==> run_1/m3.png <==
The bar under the picture is 50 um long. Cells faint in the background.
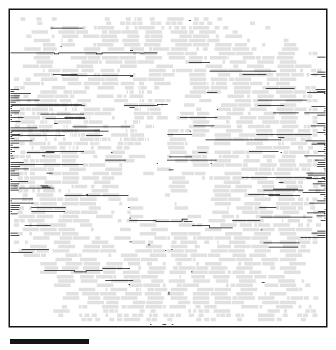
==> run_1/m2.png <==
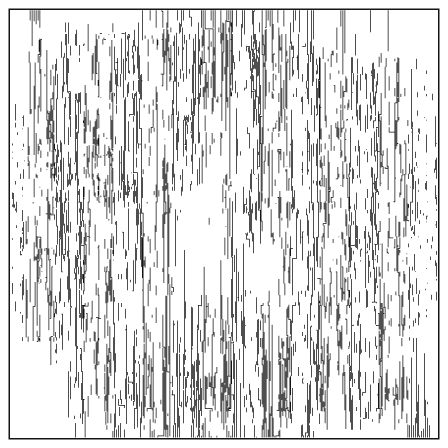
==> run_1/m1.png <==
Supply wires on this layer in gray.
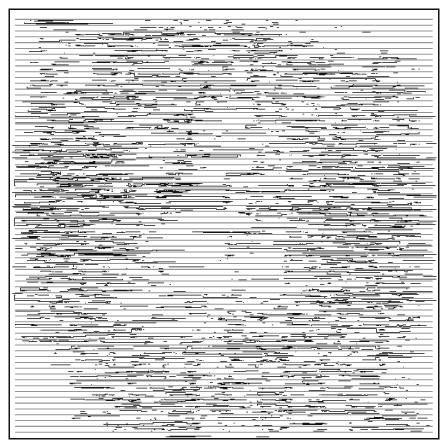
$ cat config.mk
export PLATFORM = sky130hd
export DESIGN_NAME = dmac_cmd_queue
export DESIGN_NICKNAME = d
export VERILOG_FILES = /design/src/rtl/axi4_pkg.sv /design/src/rtl/dmac_pkg.sv /design/src/rtl/dmac_sync_fifo.sv /design/src/rtl/dmac_cmd_queue.sv
export SDC_FILE = /design/constraint.sdc
export NUM_CORES = 1
export LEC_CHECK = 0
export CELL_PAD_IN_SITES_DETAIL_PLACEMENT = 0
export CELL_PAD_IN_SITES_GLOBAL_PLACEMENT = 1
export CORE_MARGIN = 2
export CORE_UTILIZATION = 43
export DETAILED_ROUTE_END_ITERATION = 10
export PLACE_DENSITY = 0.74
export SLEW_MARGIN = 20
export SYNTH_ARGS = -nofsm -noshare
export SYNTH_HDL_FRONTEND = slang
export SYNTH_SLANG_ARGS = --single-unit
$ cat constraint.sdc
create_clock -name clk_i -period 3.75 [get_ports clk_i]
set_input_delay 0.75 -clock clk_i [delete_from_list [all_inputs] [get_ports clk_i]]
set_output_delay 0.75 -clock clk_i [all_outputs]
set_load 0.02 [all_outputs]
$ cat src/rtl/axi4_pkg.sv
// AXI4 field widths and burst encodings shared by the DMA blocks.
package axi4_pkg;

  localparam int BURST_BITS = 2;
  localparam int SIZE_BITS  = 3;

  localparam logic [BURST_BITS-1:0] BURST_FIXED = 2'b00;
  localparam logic [BURST_BITS-1:0] BURST_INCR  = 2'b01;
  localparam logic [BURST_BITS-1:0] BURST_WRAP  = 2'b10;

endpackage

$ cat src/rtl/dmac_pkg.sv
// DMA command queue types: the FIFO entry layout and the reserved burst code.
// The entry address width is fixed here and must equal the ADDR_WD used by
// dmac_cmd_queue.
package dmac_pkg;

  localparam int DMAC_ADDR_WD = 32;

  localparam logic [axi4_pkg::BURST_BITS-1:0] BURST_RSVD = 2'b11;

  typedef struct packed {
    logic [DMAC_ADDR_WD-1:0]         src;
    logic [DMAC_ADDR_WD-1:0]         dst;
    logic [axi4_pkg::BURST_BITS-1:0] burst;
    logic [DMAC_ADDR_WD-1:0]         len;
    logic [axi4_pkg::SIZE_BITS-1:0]  size;
  } dmac_cmd_t;

  // Largest legal beat size for a datapath of data_wd bits.
  function automatic logic [axi4_pkg::SIZE_BITS-1:0] max_beat_size(input int data_wd);
    return axi4_pkg::SIZE_BITS'($clog2(data_wd / 8));
  endfunction

endpackage

$ cat src/rtl/dmac_sync_fifo.sv
// Flop-array synchronous FIFO with wrap-bit pointers, full/empty/level
// status and a synchronous clear that empties the queue in one cycle.
module dmac_sync_fifo #(
  parameter int WIDTH = 8,
  parameter int DEPTH = 4
) (
  input  logic                     clk_i,
  input  logic                     rst_ni,
  input  logic                     clr_i,
  input  logic                     wr_en_i,
  input  logic [WIDTH-1:0]         wr_data_i,
  input  logic                     rd_en_i,
  output logic [WIDTH-1:0]         rd_data_o,
  output logic                     full_o,
  output logic                     empty_o,
  output logic [$clog2(DEPTH):0]   level_o
);

  localparam int AW = $clog2(DEPTH);

  logic [AW:0]      wr_ptr_q, wr_ptr_d;
  logic [AW:0]      rd_ptr_q, rd_ptr_d;
  logic [WIDTH-1:0] mem_q [DEPTH];
  logic             do_wr, do_rd;

  assign full_o    = (wr_ptr_q[AW] != rd_ptr_q[AW]) && (wr_ptr_q[AW-1:0] == rd_ptr_q[AW-1:0]);
  assign empty_o   = (wr_ptr_q == rd_ptr_q);
  assign level_o   = wr_ptr_q - rd_ptr_q;
  assign rd_data_o = mem_q[rd_ptr_q[AW-1:0]];

  assign do_wr = wr_en_i && !full_o;
  assign do_rd = rd_en_i && !empty_o;

  // Pointer advance; clear equalises both pointers and overrides any traffic.
  always_comb begin
    wr_ptr_d = wr_ptr_q;
    rd_ptr_d = rd_ptr_q;
    if (clr_i) begin
      wr_ptr_d = '0;
      rd_ptr_d = '0;
    end else begin
      if (do_wr) wr_ptr_d = wr_ptr_q + (AW+1)'(1);
      if (do_rd) rd_ptr_d = rd_ptr_q + (AW+1)'(1);
    end
  end

  // Pointer registers, cleared asynchronously on reset.
  always_ff @(posedge clk_i or negedge rst_ni) begin
    if (!rst_ni) begin
      wr_ptr_q <= '0;
      rd_ptr_q <= '0;
    end else begin
      wr_ptr_q <= wr_ptr_d;
      rd_ptr_q <= rd_ptr_d;
    end
  end

  // Entry storage; contents need no reset because empty slots are never shown.
  always_ff @(posedge clk_i) begin
    if (do_wr && !clr_i) begin
      mem_q[wr_ptr_q[AW-1:0]] <= wr_data_i;
    end
  end

endmodule

$ cat src/rtl/dmac_cmd_queue.sv
// Host command intake for the AXI DMA controller: validates commands, buffers
// legal ones in a FIFO, flags rejects with a one-cycle error pulse and a
// saturating reject counter, and supports a one-cycle flush.
// Optional feature: define DMAC_CMD_QUEUE_ALIGN_CHECK_EN to also reject
// commands whose source or destination is not aligned to the beat size.
module dmac_cmd_queue
  import dmac_pkg::*;
#(
  parameter int ADDR_WD = 32,
  parameter int DATA_WD = 32,
  parameter int DEPTH   = 4
) (
  input  logic                            clk_i,
  input  logic                            rst_ni,
  input  logic                            flush_i,
  input  logic                            in_valid_i,
  input  logic [ADDR_WD-1:0]              in_src_addr_i,
  input  logic [ADDR_WD-1:0]              in_dst_addr_i,
  input  logic [axi4_pkg::BURST_BITS-1:0] in_burst_i,
  input  logic [ADDR_WD-1:0]              in_len_i,
  input  logic [axi4_pkg::SIZE_BITS-1:0]  in_size_i,
  output logic                            in_ready_o,
  output logic                            in_err_o,
  output logic                            cmd_valid_o,
  output logic [ADDR_WD-1:0]              cmd_src_addr_o,
  output logic [ADDR_WD-1:0]              cmd_dst_addr_o,
  output logic [axi4_pkg::BURST_BITS-1:0] cmd_burst_o,
  output logic [ADDR_WD-1:0]              cmd_len_o,
  output logic [axi4_pkg::SIZE_BITS-1:0]  cmd_size_o,
  input  logic                            cmd_ready_i,
  output logic [$clog2(DEPTH):0]          level_o,
  output logic [15:0]                     rej_count_o
);

  localparam logic [axi4_pkg::SIZE_BITS-1:0] MAX_SIZE = max_beat_size(DATA_WD);

  dmac_cmd_t   in_cmd, head_cmd;
  logic        cmd_legal;
  logic        push, pop, reject;
  logic        fifo_full, fifo_empty;
  logic        in_err_q, in_err_d;
  logic [15:0] rej_count_q, rej_count_d;

`ifdef DMAC_CMD_QUEUE_ALIGN_CHECK_EN
  logic [ADDR_WD-1:0] align_mask;
  assign align_mask = (ADDR_WD'(1) << in_size_i) - ADDR_WD'(1);
`endif

  assign in_cmd = '{src:   in_src_addr_i,
                    dst:   in_dst_addr_i,
                    burst: in_burst_i,
                    len:   in_len_i,
                    size:  in_size_i};

  // Command legality check, evaluated on the live host inputs.
  always_comb begin
    cmd_legal = 1'b1;
    if (in_len_i == '0)          cmd_legal = 1'b0;
    if (in_burst_i == BURST_RSVD) cmd_legal = 1'b0;
    if (in_size_i > MAX_SIZE)    cmd_legal = 1'b0;
`ifdef DMAC_CMD_QUEUE_ALIGN_CHECK_EN
    if (|(in_src_addr_i & align_mask) || |(in_dst_addr_i & align_mask)) cmd_legal = 1'b0;
`endif
  end

  assign in_ready_o = !fifo_full && !flush_i;
  assign push       = in_valid_i && in_ready_o;
  assign reject     = push && !cmd_legal;
  assign cmd_valid_o = !fifo_empty;
  assign pop        = cmd_valid_o && cmd_ready_i;

  dmac_sync_fifo #(
    .WIDTH ($bits(dmac_cmd_t)),
    .DEPTH (DEPTH)
  ) u_fifo (
    .clk_i     (clk_i),
    .rst_ni    (rst_ni),
    .clr_i     (flush_i),
    .wr_en_i   (push && cmd_legal),
    .wr_data_i (in_cmd),
    .rd_en_i   (pop),
    .rd_data_o (head_cmd),
    .full_o    (fifo_full),
    .empty_o   (fifo_empty),
    .level_o   (level_o)
  );

  // Head fields read as zero while nothing is queued.
  assign cmd_src_addr_o = cmd_valid_o ? head_cmd.src   : '0;
  assign cmd_dst_addr_o = cmd_valid_o ? head_cmd.dst   : '0;
  assign cmd_burst_o    = cmd_valid_o ? head_cmd.burst : '0;
  assign cmd_len_o      = cmd_valid_o ? head_cmd.len   : '0;
  assign cmd_size_o     = cmd_valid_o ? head_cmd.size  : '0;

  // Next error pulse and saturating reject count.
  always_comb begin
    in_err_d    = reject;
    rej_count_d = rej_count_q;
    if (reject && (rej_count_q != 16'hFFFF)) begin
      rej_count_d = rej_count_q + 16'd1;
    end
  end

  // Error and counter registers; flush leaves the counter alone.
  always_ff @(posedge clk_i or negedge rst_ni) begin
    if (!rst_ni) begin
      in_err_q    <= 1'b0;
      rej_count_q <= '0;
    end else begin
      in_err_q    <= in_err_d;
      rej_count_q <= rej_count_d;
    end
  end

  assign in_err_o    = in_err_q;
  assign rej_count_o = rej_count_q;

endmodule

==> deck_impl_summary.md, run 1 <==
Run Summary

Worst setup path
  • RR Startpoint: u_fifo.rd_ptr_q[0]$_DFFE_PN0P_
  • CP bufs+invs: 2
  • Critical Path AT: 2820 ps
  • CP peak stage delay: 630 ps

Final layout
  • Flop area: 12710 um^2
  • Multi-input logic portion of the cell area: 17.64%
  • Net count, final: 1141
  • Max reg flops: 404

Logic synthesis
  • Yosys top cell by area: edfxtp_1
  • Xor+xnor area frac: 1.043%
  • Count of library flops with an enable pin: 404
  • Synth Net Count: 883
  • Aoi share: 0.4761%
  • Cells after Synth: 768
  • Comb area leader: multiplexers
  • Synth Seq Share: 76.75%

Final timing
  • Peak Freq: 0.2801 GHz
  • RSZ-0062 raised after global routing: no
  • Final setup fails: 0

Min path
  • Worst hold start: rej_count_o[9]$_DFFE_PN0P_
  • Hold Crit Depth: 1

Floorplan
  • # IOs: 229

Placed design
  • Placed Area: 19670 um^2

Clock network
  • CTS Hold Bufs: 0
  • CTS clk-pin slew, worst paths: 60 ps
  • CTS max path bufs: 3

Power
  • Sw Pwr: 2.312 mW
  • Pwr Density: 506.5 nW/um^2
  • Dominant power group: sequential cells

Route
  • Wl on met1: 14610 um
  • Met3 routed WL: 2181 um

Outcome
  • Outcome: finished clean
## Picture notes: m3.png
- wire length on this layer: 2180 um
- longest straight run: 61.2 um
- share of all routed wire: 6.4%
- main direction: horizontal
M3 GR Usage: 3.563%
DR vias: 8131
WL final: 34140 um

## Picture notes: m2.png
- main direction: vertical
- wire length on this layer: 16700 um
GR Layer Usage met2: 27.93%

## Picture notes: m1.png
- share of all routed wire: 43%
- longest straight run: 69.0 um
- wire length on this layer: 14600 um
- nets with wire on the layer: 1018
- main direction: horizontal
GR Util met1: 23.27%

==> run_1/clock_nets.png <==
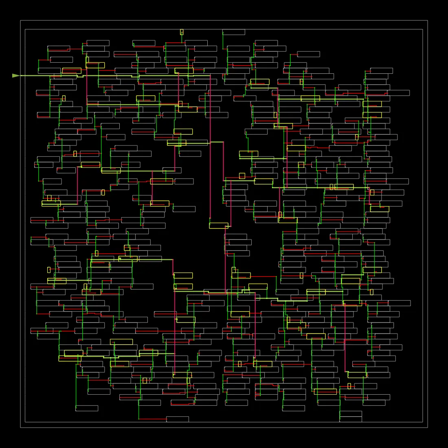

==> run 2: changes to the inputs <==
--- a/config.mk
+++ b/config.mk
@@ -5,10 +5,10 @@
 export SDC_FILE = /design/constraint.sdc
 export NUM_CORES = 1
 export LEC_CHECK = 0
-export CELL_PAD_IN_SITES_DETAIL_PLACEMENT = 0
-export CELL_PAD_IN_SITES_GLOBAL_PLACEMENT = 1
+export CELL_PAD_IN_SITES_DETAIL_PLACEMENT = 1
+export CELL_PAD_IN_SITES_GLOBAL_PLACEMENT = 2
 export CORE_MARGIN = 2
-export CORE_UTILIZATION = 43
+export CORE_UTILIZATION = 38
 export DETAILED_ROUTE_END_ITERATION = 10
 export PLACE_DENSITY = 0.74
 export SLEW_MARGIN = 20
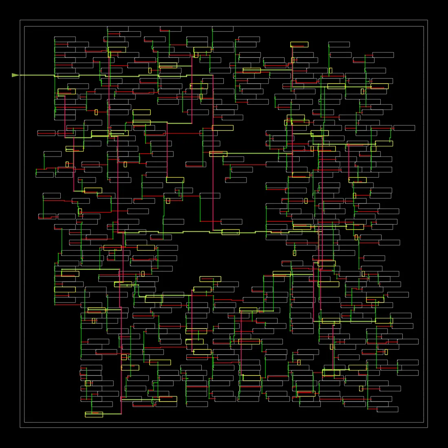
(run_2/clock_nets.png)
clk latency late pin: 560 ps
registers: 427

==> deck_impl_summary.md, run 2 <==
Run Summary

Outcome
  • Outcome: finished clean

Logic synthesis
  • Synth Seq Share: 76.75% (unchanged)
  • Cells after Synth: 768 (unchanged)
  • Xor+xnor area frac: 1.043% (unchanged)
  • Aoi share: 0.4761% (unchanged)
  • Synth Net Count: 883 (unchanged)
  • Count of library flops with an enable pin: 404 (unchanged)

Worst setup path
  • CP peak stage delay: 660 ps (+30 ps)
  • CP bufs+invs: 3 (+1)

Power
  • Dominant power group: sequential cells
  • Sw Pwr: 2.453 mW (+6.1%)
  • Pwr Density: 525.4 nW/um^2 (+3.7%)

Route
  • Wl on met1: 16550 um (+13%)
  • Met3 routed WL: 2338 um (+7.2%)

Final layout
  • Multi-input logic portion of the cell area: 17.41% (-0.23 points)

Placed design
  • Placed Area: 19750 um^2 (+0.44%)

Clock network
  • CTS max path bufs: 3 (unchanged)
  • CTS clk-pin slew, worst paths: 60 ps (about the same)
  • CTS Hold Bufs: 0 (unchanged)

GRT
  • GR Layer Usage met2: 26.34% (-1.6 points)

Final timing
  • Peak Freq: 0.2811 GHz (+0.34%)
  • Final setup fails: 0 (unchanged)

Floorplan
  • # IOs: 229 (unchanged)
Power figures rest on the tool's default switching activity, not on a simulated workload.
